--- src/rtl/spu_fetch_unit_if.sv ---
// Fetch-unit bus bundle: odd-pipe redirect, local-store line read port, decode/issue outputs.
// Latency: none, wires only.
// Backpressure: stall is driven by the slave side (decode/issue) and is honoured by the master (fetch unit).
interface spu_fetch_unit_if #(
  parameter int LS_ADDR_W = 15
);
  logic                 branch_taken;
  logic [31:0]          branch_target;
  logic                 stall;
  logic                 ls_rd_req;
  logic [LS_ADDR_W-1:0] ls_rd_addr;
  logic                 ls_rd_valid;
  logic [127:0]         ls_rd_data;
  logic [31:0]          instr0;
  logic [31:0]          instr1;
  logic [1:0]           instr_valid;
  logic [31:0]          PC_input;

  // Fetch unit side
  modport master (
    input  branch_taken, branch_target, stall, ls_rd_valid, ls_rd_data,
    output ls_rd_req, ls_rd_addr, instr0, instr1, instr_valid, PC_input
  );

  // Pipeline / local store side
  modport slave (
    output branch_taken, branch_target, stall, ls_rd_valid, ls_rd_data,
    input  ls_rd_req, ls_rd_addr, instr0, instr1, instr_valid, PC_input
  );
endinterface

--- src/rtl/spu_fetch_unit.sv ---
// SPU instruction fetch: reads 128-bit local-store lines into a circular buffer, issues up to 2 instr/cycle.
// Latency: line written at edge N is on instr0 after edge N+1; request-to-first-issue >= 3 cycles.
// Backpressure: stall freezes the issue registers; fetch continues while >= 4 buffer slots are free.
// Optional: SPU_FETCH_PERF_CNT_EN adds saturating flush_cnt / starve_cnt outputs.
module spu_fetch_unit #(
  parameter int          IBUF_DEPTH = 8,
  parameter logic [31:0] RESET_PC   = 32'h0000_0000,
  parameter int          LS_ADDR_W  = 15
) (
  input logic              clock,
  input logic              reset,
  spu_fetch_unit_if.master bus
`ifdef SPU_FETCH_PERF_CNT_EN
  ,
  output logic [15:0]      flush_cnt,
  output logic [15:0]      starve_cnt
`endif
);

  localparam int PW = $clog2(IBUF_DEPTH);
  localparam int CW = PW + 1;
  // A new line may be requested only while this many entries or fewer are occupied.
  localparam logic [CW-1:0] FILL_LIMIT = CW'(IBUF_DEPTH - 4);

  typedef enum logic [1:0] {IDLE, WAIT, DISCARD} state_t;

  state_t        state;
  logic [31:2]   fpc;
  logic [31:0]   ipc;
  logic [31:0]   ibuf [IBUF_DEPTH];
  logic [PW-1:0] wr_ptr;
  logic [PW-1:0] rd_ptr;
  logic [CW-1:0] count;

  logic          accept;
  logic [2:0]    wr_n;
  logic [1:0]    rd_n;

  // Words written and read this cycle; a redirect cancels both.
  always_comb begin
    accept = (state == WAIT) && bus.ls_rd_valid && !bus.branch_taken;
    wr_n   = accept ? (3'd4 - {1'b0, fpc[3:2]}) : 3'd0;
    rd_n   = 2'd0;
    if (!bus.branch_taken && !bus.stall) begin
      if (count >= CW'(2))
        rd_n = 2'd2;
      else if (count == CW'(1))
        rd_n = 2'd1;
    end
  end

  // Buffer storage: write the words of the returned line from the fetch entry point up to word 3.
  always_ff @(posedge clock) begin
    for (int k = 0; k < 4; k++) begin
      if (accept && (k >= int'(fpc[3:2])))
        ibuf[wr_ptr + PW'(k) - PW'(fpc[3:2])] <= bus.ls_rd_data[32*k +: 32];
    end
  end

  // Fetch FSM, buffer pointers and issue registers; redirect overrides everything else.
  always_ff @(posedge clock or negedge reset) begin
    if (!reset) begin
      state           <= IDLE;
      fpc             <= RESET_PC[31:2];
      ipc             <= RESET_PC;
      wr_ptr          <= '0;
      rd_ptr          <= '0;
      count           <= '0;
      bus.ls_rd_req   <= 1'b0;
      bus.ls_rd_addr  <= '0;
      bus.instr0      <= '0;
      bus.instr1      <= '0;
      bus.instr_valid <= 2'b00;
      bus.PC_input    <= RESET_PC;
    end else if (bus.branch_taken) begin
      fpc             <= bus.branch_target[31:2];
      ipc             <= {bus.branch_target[31:2], 2'b00};
      wr_ptr          <= '0;
      rd_ptr          <= '0;
      count           <= '0;
      bus.ls_rd_req   <= 1'b0;
      bus.instr_valid <= 2'b00;
      bus.PC_input    <= {bus.branch_target[31:2], 2'b00};
      // A still-outstanding line must be swallowed before refetching.
      case (state)
        WAIT, DISCARD: state <= bus.ls_rd_valid ? IDLE : DISCARD;
        default:       state <= IDLE;
      endcase
    end else begin
      bus.ls_rd_req <= 1'b0;
      case (state)
        IDLE: begin
          if (count <= FILL_LIMIT) begin
            bus.ls_rd_req  <= 1'b1;
            bus.ls_rd_addr <= {fpc[LS_ADDR_W-1:4], 4'b0000};
            state          <= WAIT;
          end
        end
        WAIT: begin
          if (bus.ls_rd_valid) begin
            fpc   <= {fpc[31:4] + 28'd1, 2'b00};
            state <= IDLE;
          end
        end
        DISCARD: begin
          if (bus.ls_rd_valid)
            state <= IDLE;
        end
        default: state <= IDLE;
      endcase

      wr_ptr <= wr_ptr + PW'(wr_n);
      count  <= count + CW'(wr_n) - CW'(rd_n);

      if (!bus.stall) begin
        rd_ptr          <= rd_ptr + PW'(rd_n);
        ipc             <= ipc + {28'd0, rd_n, 2'b00};
        bus.PC_input    <= ipc;
        bus.instr_valid <= {rd_n[1], |rd_n};
        if (rd_n != 2'd0)
          bus.instr0 <= ibuf[rd_ptr];
        if (rd_n == 2'd2)
          bus.instr1 <= ibuf[rd_ptr + PW'(1)];
      end
    end
  end

`ifdef SPU_FETCH_PERF_CNT_EN
  // Saturating counters of redirects and of issue slots lost to an empty buffer.
  always_ff @(posedge clock or negedge reset) begin
    if (!reset) begin
      flush_cnt  <= '0;
      starve_cnt <= '0;
    end else begin
      if (bus.branch_taken && (flush_cnt != 16'hFFFF))
        flush_cnt <= flush_cnt + 16'd1;
      if (!bus.stall && (count == '0) && (starve_cnt != 16'hFFFF))
        starve_cnt <= starve_cnt + 16'd1;
    end
  end
`else
  // Performance counters not built in this configuration.
`endif

endmodule

--- src/flat_wrapper.sv ---
// flat-port wrapper written by rule: the top's interface ports become plain ports
module spu_fetch_unit_flat 
#(
  parameter int          IBUF_DEPTH = 8,
  parameter logic [31:0] RESET_PC   = 32'h0000_0000,
  parameter int          LS_ADDR_W  = 15
)
  (clock, reset, bus_branch_taken, bus_branch_target, bus_stall, bus_ls_rd_valid, bus_ls_rd_data, bus_ls_rd_req, bus_ls_rd_addr, bus_instr0, bus_instr1, bus_instr_valid, bus_PC_input);
  spu_fetch_unit_if #(.LS_ADDR_W(LS_ADDR_W)) bus_i ();
  input logic clock;
  input logic reset;
  input wire logic [$bits(bus_i.branch_taken)-1:0] bus_branch_taken;
  input wire logic [$bits(bus_i.branch_target)-1:0] bus_branch_target;
  input wire logic [$bits(bus_i.stall)-1:0] bus_stall;
  input wire logic [$bits(bus_i.ls_rd_valid)-1:0] bus_ls_rd_valid;
  input wire logic [$bits(bus_i.ls_rd_data)-1:0] bus_ls_rd_data;
  output wire logic [$bits(bus_i.ls_rd_req)-1:0] bus_ls_rd_req;
  output wire logic [$bits(bus_i.ls_rd_addr)-1:0] bus_ls_rd_addr;
  output wire logic [$bits(bus_i.instr0)-1:0] bus_instr0;
  output wire logic [$bits(bus_i.instr1)-1:0] bus_instr1;
  output wire logic [$bits(bus_i.instr_valid)-1:0] bus_instr_valid;
  output wire logic [$bits(bus_i.PC_input)-1:0] bus_PC_input;
  assign bus_i.branch_taken = bus_branch_taken;
  assign bus_i.branch_target = bus_branch_target;
  assign bus_i.stall = bus_stall;
  assign bus_i.ls_rd_valid = bus_ls_rd_valid;
  assign bus_i.ls_rd_data = bus_ls_rd_data;
  assign bus_ls_rd_req = bus_i.ls_rd_req;
  assign bus_ls_rd_addr = bus_i.ls_rd_addr;
  assign bus_instr0 = bus_i.instr0;
  assign bus_instr1 = bus_i.instr1;
  assign bus_instr_valid = bus_i.instr_valid;
  assign bus_PC_input = bus_i.PC_input;
  spu_fetch_unit #(.IBUF_DEPTH(IBUF_DEPTH), .RESET_PC(RESET_PC), .LS_ADDR_W(LS_ADDR_W)) u_core (.clock(clock), .reset(reset), .bus(bus_i));
endmodule
--- config.mk ---
export PLATFORM = sky130hd
export DESIGN_NAME = spu_fetch_unit_flat
export DESIGN_NICKNAME = d
export VERILOG_FILES = /design/src/rtl/spu_fetch_unit_if.sv /design/src/rtl/spu_fetch_unit.sv /design/src/flat_wrapper.sv
export SDC_FILE = /design/constraint.sdc
export NUM_CORES = 1
export LEC_CHECK = 0
export CAP_MARGIN = 5
export CORE_ASPECT_RATIO = 1.75
export CORE_MARGIN = 2
export CORE_UTILIZATION = 35
export CTS_BUF_LIST = sky130_fd_sc_hd__clkbuf_4
export DETAILED_ROUTE_END_ITERATION = 8
export PLACE_DENSITY_LB_ADDON = 0.12
export SLEW_MARGIN = 40
export SYNTH_ARGS = -nofsm -noshare
export SYNTH_HDL_FRONTEND = slang
export SYNTH_SLANG_ARGS = --single-unit
export TNS_END_PERCENT = 50
--- constraint.sdc ---
create_clock -name clock -period 8 [get_ports clock]
set_clock_uncertainty 0.1 [all_clocks]
set_input_delay 1.6 -clock clock [delete_from_list [all_inputs] [get_ports clock]]
set_output_delay 1.6 -clock clock [all_outputs]
set_load 0.005 [all_outputs]
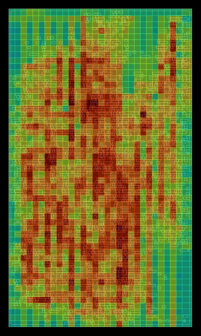
Figure 1: run 1, congestion heat map.
WL per Instance: 31.0 um
met3 GRT Util: 6.41%
gr busiest metal: met2
met1 Use GR: 32.1%
GRT Overall Usage: 27.5%

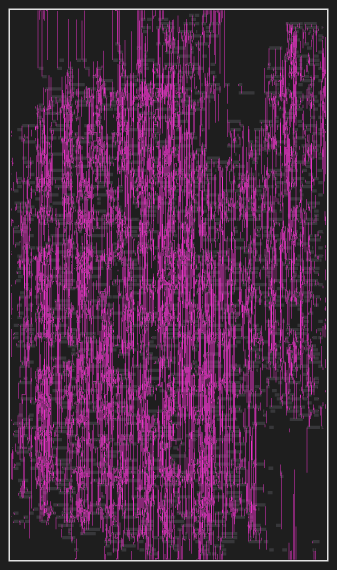
Figure 2: run 1, the metal 2 layer.
Scale: 1.5 px per um. Cells faint in the background.
The longest straight run is 123 um. 2,237 nets have wire on it.

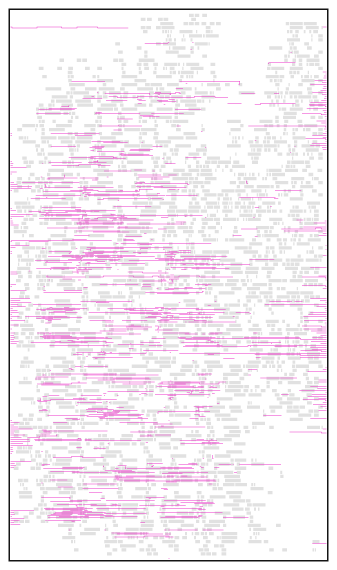
Figure 3: run 1, metal 3.
Scale: 1.5 px per um. Cells faint in the background.
The layer carries 9,970 um of wire. 373 nets have wire on it. The longest straight run is 97.9 um.

==> run 1: flip-flops by register name, indices dropped and copies added (netlist names) <==
name,count
u_core.ibuf,256
u_core.bus.instr0,32
u_core.bus.instr1,32
u_core.bus.PC_input,31
u_core.ipc,30
u_core.fpc,13
u_core.bus.ls_rd_addr,11
u_core.count,4
u_core.rd_ptr,3
u_core.wr_ptr,3
u_core.bus.instr_valid,2
u_core.state,2
u_core.bus.ls_rd_req,1
==> run 1: layout by cell type (no fill, tap or decap), types with 29 or more instances in the layout <==
cell type        Yosys  final
mux4_2             128    128
a21oi_1             68     68
clkdlybuf4s50_1      0    269
o21ai_0            253    253
edfxtp_1           256    256
nor2_1              77     77
nand2_1             56     56
buf_4               15     49
clkbuf_4             0    172
inv_1               30     29
dfrtp_1            164    161
a22oi_1            253    253
o21ai_1             36     36
mux2i_1            348    348
==> run 1: logic make-up after synthesis <==
| group | after synthesis |
|---|---|
| buf+inv | 345 |
| compound gates | 684 |
| fa+ha+maj | 29 |
| simple gates | 271 |
| flops | 420 |
| other cells | 1 |
| xor+xnor | 33 |
| mux | 491 |
==> run 1: area by class of cell <==
type	instances	area, um^2	share of cell area (%)
Clock inverter	32	196	0.628
Clock buffer	172	1290	4.13
Tap cell	945	1180	3.78
Timing Repair Buffer	337	3350	10.7
Inverter	30	113	0.360
Sequential cell	420	11800	37.7
Multi-Input combinational cell	1512	13300	42.6
Antenna cell	6	15.0	0.0480
==> run 1: worst min-delay path: stages, from the launching register on <==
cell and delay, ns:
dfrtp_1 0.34, nand2_1 0.04, o21ai_0 0.06
==> CHANGELOG.md, run 1 <==
### Physical design

- Clock Pin Slew Worst Setup and Hold Paths: 0.06 ns
- Final TNS setup: 0 ns
- Vias: 21,600
- EDFF count, synth: 256
- Post-route cell area: 31,300 um^2
- Area growth syn-to-layout: 18.9%
- Worst min path class: reg2reg
- Synth top cells by count: mux2i_1, edfxtp_1, a22oi_1, o21ai_0, clkbuf_1
- FP Rows: 133
- Post-Synth XOR/XNOR Area: 1.43%
- Combinational Power Share: 27.3%
- Min Tclk post-route: 4.48 ns
- Worst path bufs/invs: 3
- Top-area cell share: 29.2%
- Clock power share: 30.5%
- Top FF cell, synth: edfxtp_1
- Pre-CTS setup slack: 2.18 ns
- Cell with the most instances after synthesis: mux2i_1
- And+or+nand+nor area frac: 5.80%
- Crit start category: primary input
- Cell Area, Placed: 29,700 um^2
- Core Area: 74,700 um^2
- # Cells Yosys: 2,274
- Status: finished clean
- CP delay by family, top: buffers and inverters
Figure 4. I/O pins on the die edge (run 1).
Scale: 1.5 px per um. Pins as bars across the die edge, other pins in grey.
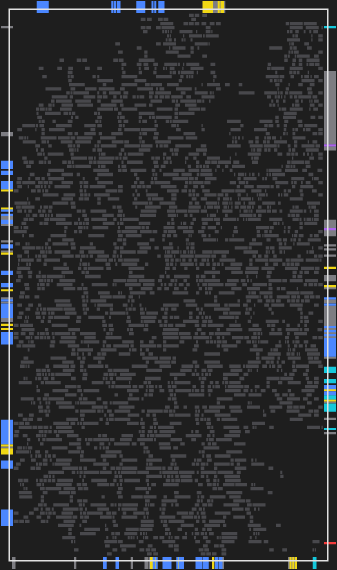

==> run 1 -> run 2 <==
Clock period 8 ns to 4.4 ns, I/O delays scaled along.
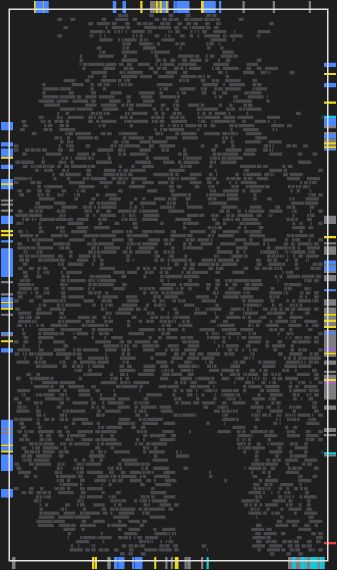
Figure 5: run 2, I/O pins on the die edge.
Scale: 1.5 px per um. Pins as bars across the die edge, other pins in grey.
bus_instr0: in yellow, pins 32, direction output, edge 10 right, 9 left, 8 top, 5 bottom. bus_ls_rd_data: in blue, pins 128, direction input, edge 66 left, 33 top, 17 right, 12 bottom. bus_instr_valid: in purple, pins 2, direction output, edge right. reset: in red, pins 1, direction input, edge right. bus_ls_rd_addr: in cyan, pins 15, direction output, edge 13 bottom, 2 right.

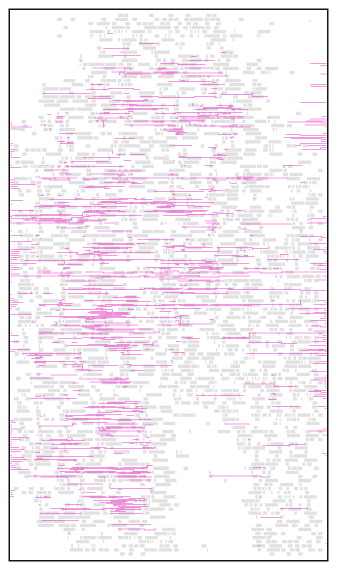
Figure 6: run 2, metal 3.
Scale: 1.5 px per um. Cells faint in the background.
The layer carries 9,530 um of wire. The wires run mostly horizontal. The layer holds 8.8% of the routed length. 372 nets have wire on it.
Vias: 22,000
met3 GRT Util: 5.92%
final wirelength: 109,000 um

==> run 2 against run 1 <==
Effect of this change: worst hold slack worse by 0.11 ns; combinational power is 82% higher; count of clock-buffer cells in the layout is 8 lower; synthesized cell count stayed put; die area stayed put; largest power group unchanged.
==> CHANGELOG.md, run 2 <==
### Physical design

- Signal buffers: 360
- Logic inverters: 30
- Clock Buffer Count: 164
- Flops: 420
- Min Tclk post-route: 3.61 ns
- Clock-cell share of area: 4.70%
- Logic Gate Count: 1,512
- GRT Overall Usage: 28.0%
- Met1 Use GR: 32.6%
- Commonest Layout Cell: mux2i_1
- EDFF count, synth: 256
- Pre-CTS setup slack: 0.266 ns
- Clock power share: 30.3%
- Area growth syn-to-layout: 19.5%
- Combinational Power Share: 27.3%
- Synth top cells by count: mux2i_1, edfxtp_1, a22oi_1, o21ai_0, clkbuf_1
- Status: finished clean
- Max-area cell class: logic gates
- Core Area: 74,700 um^2
- Register area: 11,800 um^2
- NonClk Buf Share: 11.3%
- # Cells Yosys: 2,274
run 2: cell types whose count changed in the layout (fill, tap and decap cells not counted), sizes merged:
| cell | before | now |
|---|---|---|
| diode | 6 | 5 |
| buf | 67 | 89 |
| bufinv | 2 | 3 |
| clkinvlp | 0 | 2 |
| dlygate4sd3 | 0 | 1 |
| clkbuf | 173 | 165 |
| clkinv | 27 | 33 |
run 2: worst min path at each step:
| stage | startpoint | end | slack, ns |
|---|---|---|---|
| finish | reset | u_core.ipc[13] | 0.26 |
| global placement | u_core.bus.instr1[31] | u_core.bus.instr1[31] | 0.36 |
| detailed placement | u_core.bus.instr1[29] | u_core.bus.instr1[29] | 0.37 |
| floorplan | u_core.bus.instr1[0] | u_core.bus.instr1[0] | 0.37 |
| CTS | bus_branch_target[19] | u_core.bus.PC_input[19] | 0.31 |
| global route | reset | u_core.ipc[9] | 0.22 |
run 2: cell families after synthesis:
group,count (synthesis),synth area share (%)
xor gates and xnor gates,33,1.43
other,1,0.0143
muxes,491,24.8
and+or+nand+nor,271,5.80
AOI/OAI and AO/OA,684,16.1
adders and majority gates,29,1.55
DFF,420,44.8
buffers and inverters,345,5.42
run 2: per-stage QoR:
stage / instances / util, % / TNS, ns / power (mW) / instance area (um^2)
floorplan: 2277 / - / -28.84 / 6.85 / 26300
global placement: 3264 / 40.0 / 0 / 8.57 / 29900
detailed placement: 3265 / 40.0 / 0 / 8.63 / 29900
CTS: 3471 / 42.0 / 0 / 12.4 / 31400
global route: 3476 / 42.1 / 0 / 12.9 / 31400
finish: 3477 / 42.1 / 0 / 12.3 / 31400
run 2: routing by layer:
layer,share of wire (%),vias to the layer above
li1,-,9143
met1,36,11100
met2,50,1336
met3,8.8,383
met4,5.4,10
met5,0.053,-
Figure 7. The metal 2 layer (run 2).
Scale: 1.5 px per um. Cells faint in the background.
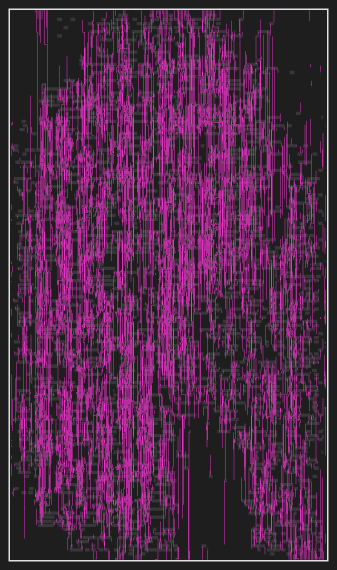

==> run 2 -> run 3 <==
Clock period 4.4 ns to 3 ns, I/O delays scaled along.
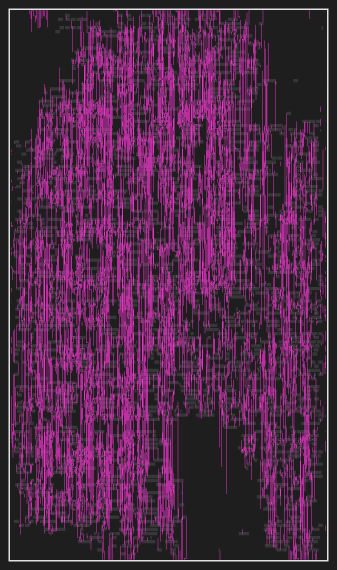
Figure 8: run 3, the metal 2 layer.
Scale: 1.5 px per um. Cells faint in the background.
global routing usage on met2: 47.8%
final wirelength: 108,000 um
Vias: 21,900

==> run 3 against run 2 <==
Effect of this change: fmax increased by 23%; sequential share of layout area shrank 1.4 points; via count down 0.29%.
==> CHANGELOG.md, run 3 <==
### Physical design

- CP max stage cell: or3_2
- Min Tclk post-route: 2.94 ns
- Commonest Layout Cell: mux2i_1
- Area leader, netlist: edfxtp_1
- Synth unique cells: 63
- Top FF cell, synth: edfxtp_1
- FMAX: 341 MHz
- EDFF count, synth: 256
- Worst-path fanout max: 19
- Total gr overflow: 0
- Top-area cell share: 29.2%
- Synth top cells by count: mux2i_1, edfxtp_1, a22oi_1, o21ai_0, clkbuf_1
- Core Area: 74,700 um^2
- Post-Syn Instances: 2,274
- Crit-path cells: inv_1, ha_1, fa_1, buf_12, nor4_4, or2_2, or3_2, buf_12
- Top Layout Cells: mux2i_1, clkdlybuf4s50_1, edfxtp_1
- Synth Seq Share: 44.8%
- WHS Endpoint: u_core.bus.PC_input[29]
- Crit start category: flip-flop
- Clock Pin Slew Worst Setup and Hold Paths: 0.07 ns
- Worst Reg-to-Reg Cells: 8
- FP Rows: 133
- # Cells Yosys: 2,274
- CP most frequent cell: buf_12
- Post-CTS Hold Buffers: 4
- Critical path arrival: 3.52 ns
- Status: finished clean
- GRT Overall Usage: 27.6%
- Relative slew slack: 43.2%
- Pre-CTS setup slack: -0.162 ns
- Drt drc: 0
- Hold Startpoint: bus_branch_target[29]
- Max FFs per register: 256
- WL per Instance: 30.3 um
- Cell Area, Placed: 30,900 um^2
- Worst min path class: in2reg
- Cell with the most instances after synthesis: mux2i_1
- Unrepaired setup endpoints after global routing: true
- Post-route cell area: 32,600 um^2
- Area growth syn-to-layout: 24.0%
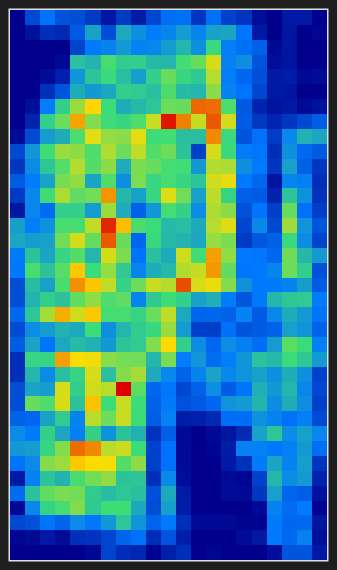
Figure 9: run 3, wire density map.
Scale: 1.5 px per um. 21 x 37 tiles, from dark blue (low) to red (high), scaled to the fullest tile. Values are wire area over tile area, all layers added.
8.9% of the tiles are nearly empty. 23% of the tiles are over half the peak. The mean over all tiles is 0.23. The fullest tile reaches 0.70.

## run 3: cell counts after synthesis
Identical to the previous run, type by type.
## run 3: cell families (layout without fill, tap and decap cells)
logic type	count (synthesis)	count (layout)	synth area share, %
other cells	1	7	0.0143
flops	420	420	44.8
fa+ha+maj	29	29	1.55
buf+inv	345	672	5.42
xor+xnor	33	33	1.43
mux	491	491	24.8
simple gates	271	272	5.80
compound gates	684	684	16.1
## run 3: area by class of cell
cell class	instances	area, um^2	area share, %
diodes	3	7.51	0.0230
clock buffers	183	1370	4.21
clock inverters	21	134	0.410
inverters	30	113	0.345
multi-input cells	1513	13400	41.1
flip-flops and latches	420	11800	36.2
well taps	945	1180	3.62
repair buffers	438	4610	14.1
## run 3: critical path: cells and delay by family (launching register included)
kind	cells	cell delay (ns)
and+or+nand+nor	3	0.92
adders and majority gates	2	0.78
buffers and inverters	3	0.43
DFF	1	0.39
## run 3: through the flow
| stage | power, mW | instances | TNS, ns | util, % |
|---|---|---|---|---|
| 2_1_floorplan | 10.1 | 2277 | -90.07 | - |
| 3_3_place_gp | 12.9 | 3333 | -18.04 | 41.4 |
| 3_5_place_dp | 12.9 | 3333 | -20.68 | 41.4 |
| 4_1_cts | 18.5 | 3541 | -0.00174 | 43.5 |
| 5_1_grt | 19.3 | 3553 | -0.0491 | 43.7 |
| 6_report | 18.4 | 3553 | 0 | 43.7 |
## run 3: report_power, final
part | internal, mW | total (mW) | switching, mW
Sequential | 7.08 | 7.61 | 0.534
Clock | 2.90 | 5.49 | 2.60
Combinational | 2.59 | 5.25 | 2.66
## run 3: layer usage
metal	wire length, um	vias to the layer above	track usage (%)	part of all wire (%)
li1	-	9305	-	-
met1	38900	11000	31.5	36
met2	54300	1250	47.8	50
met3	8570	366	5.49	8.0
met4	5850	0	15.6	5.4
met5	0	-	0	0
No activity file was given, so power comes from the tool's default toggle rates.
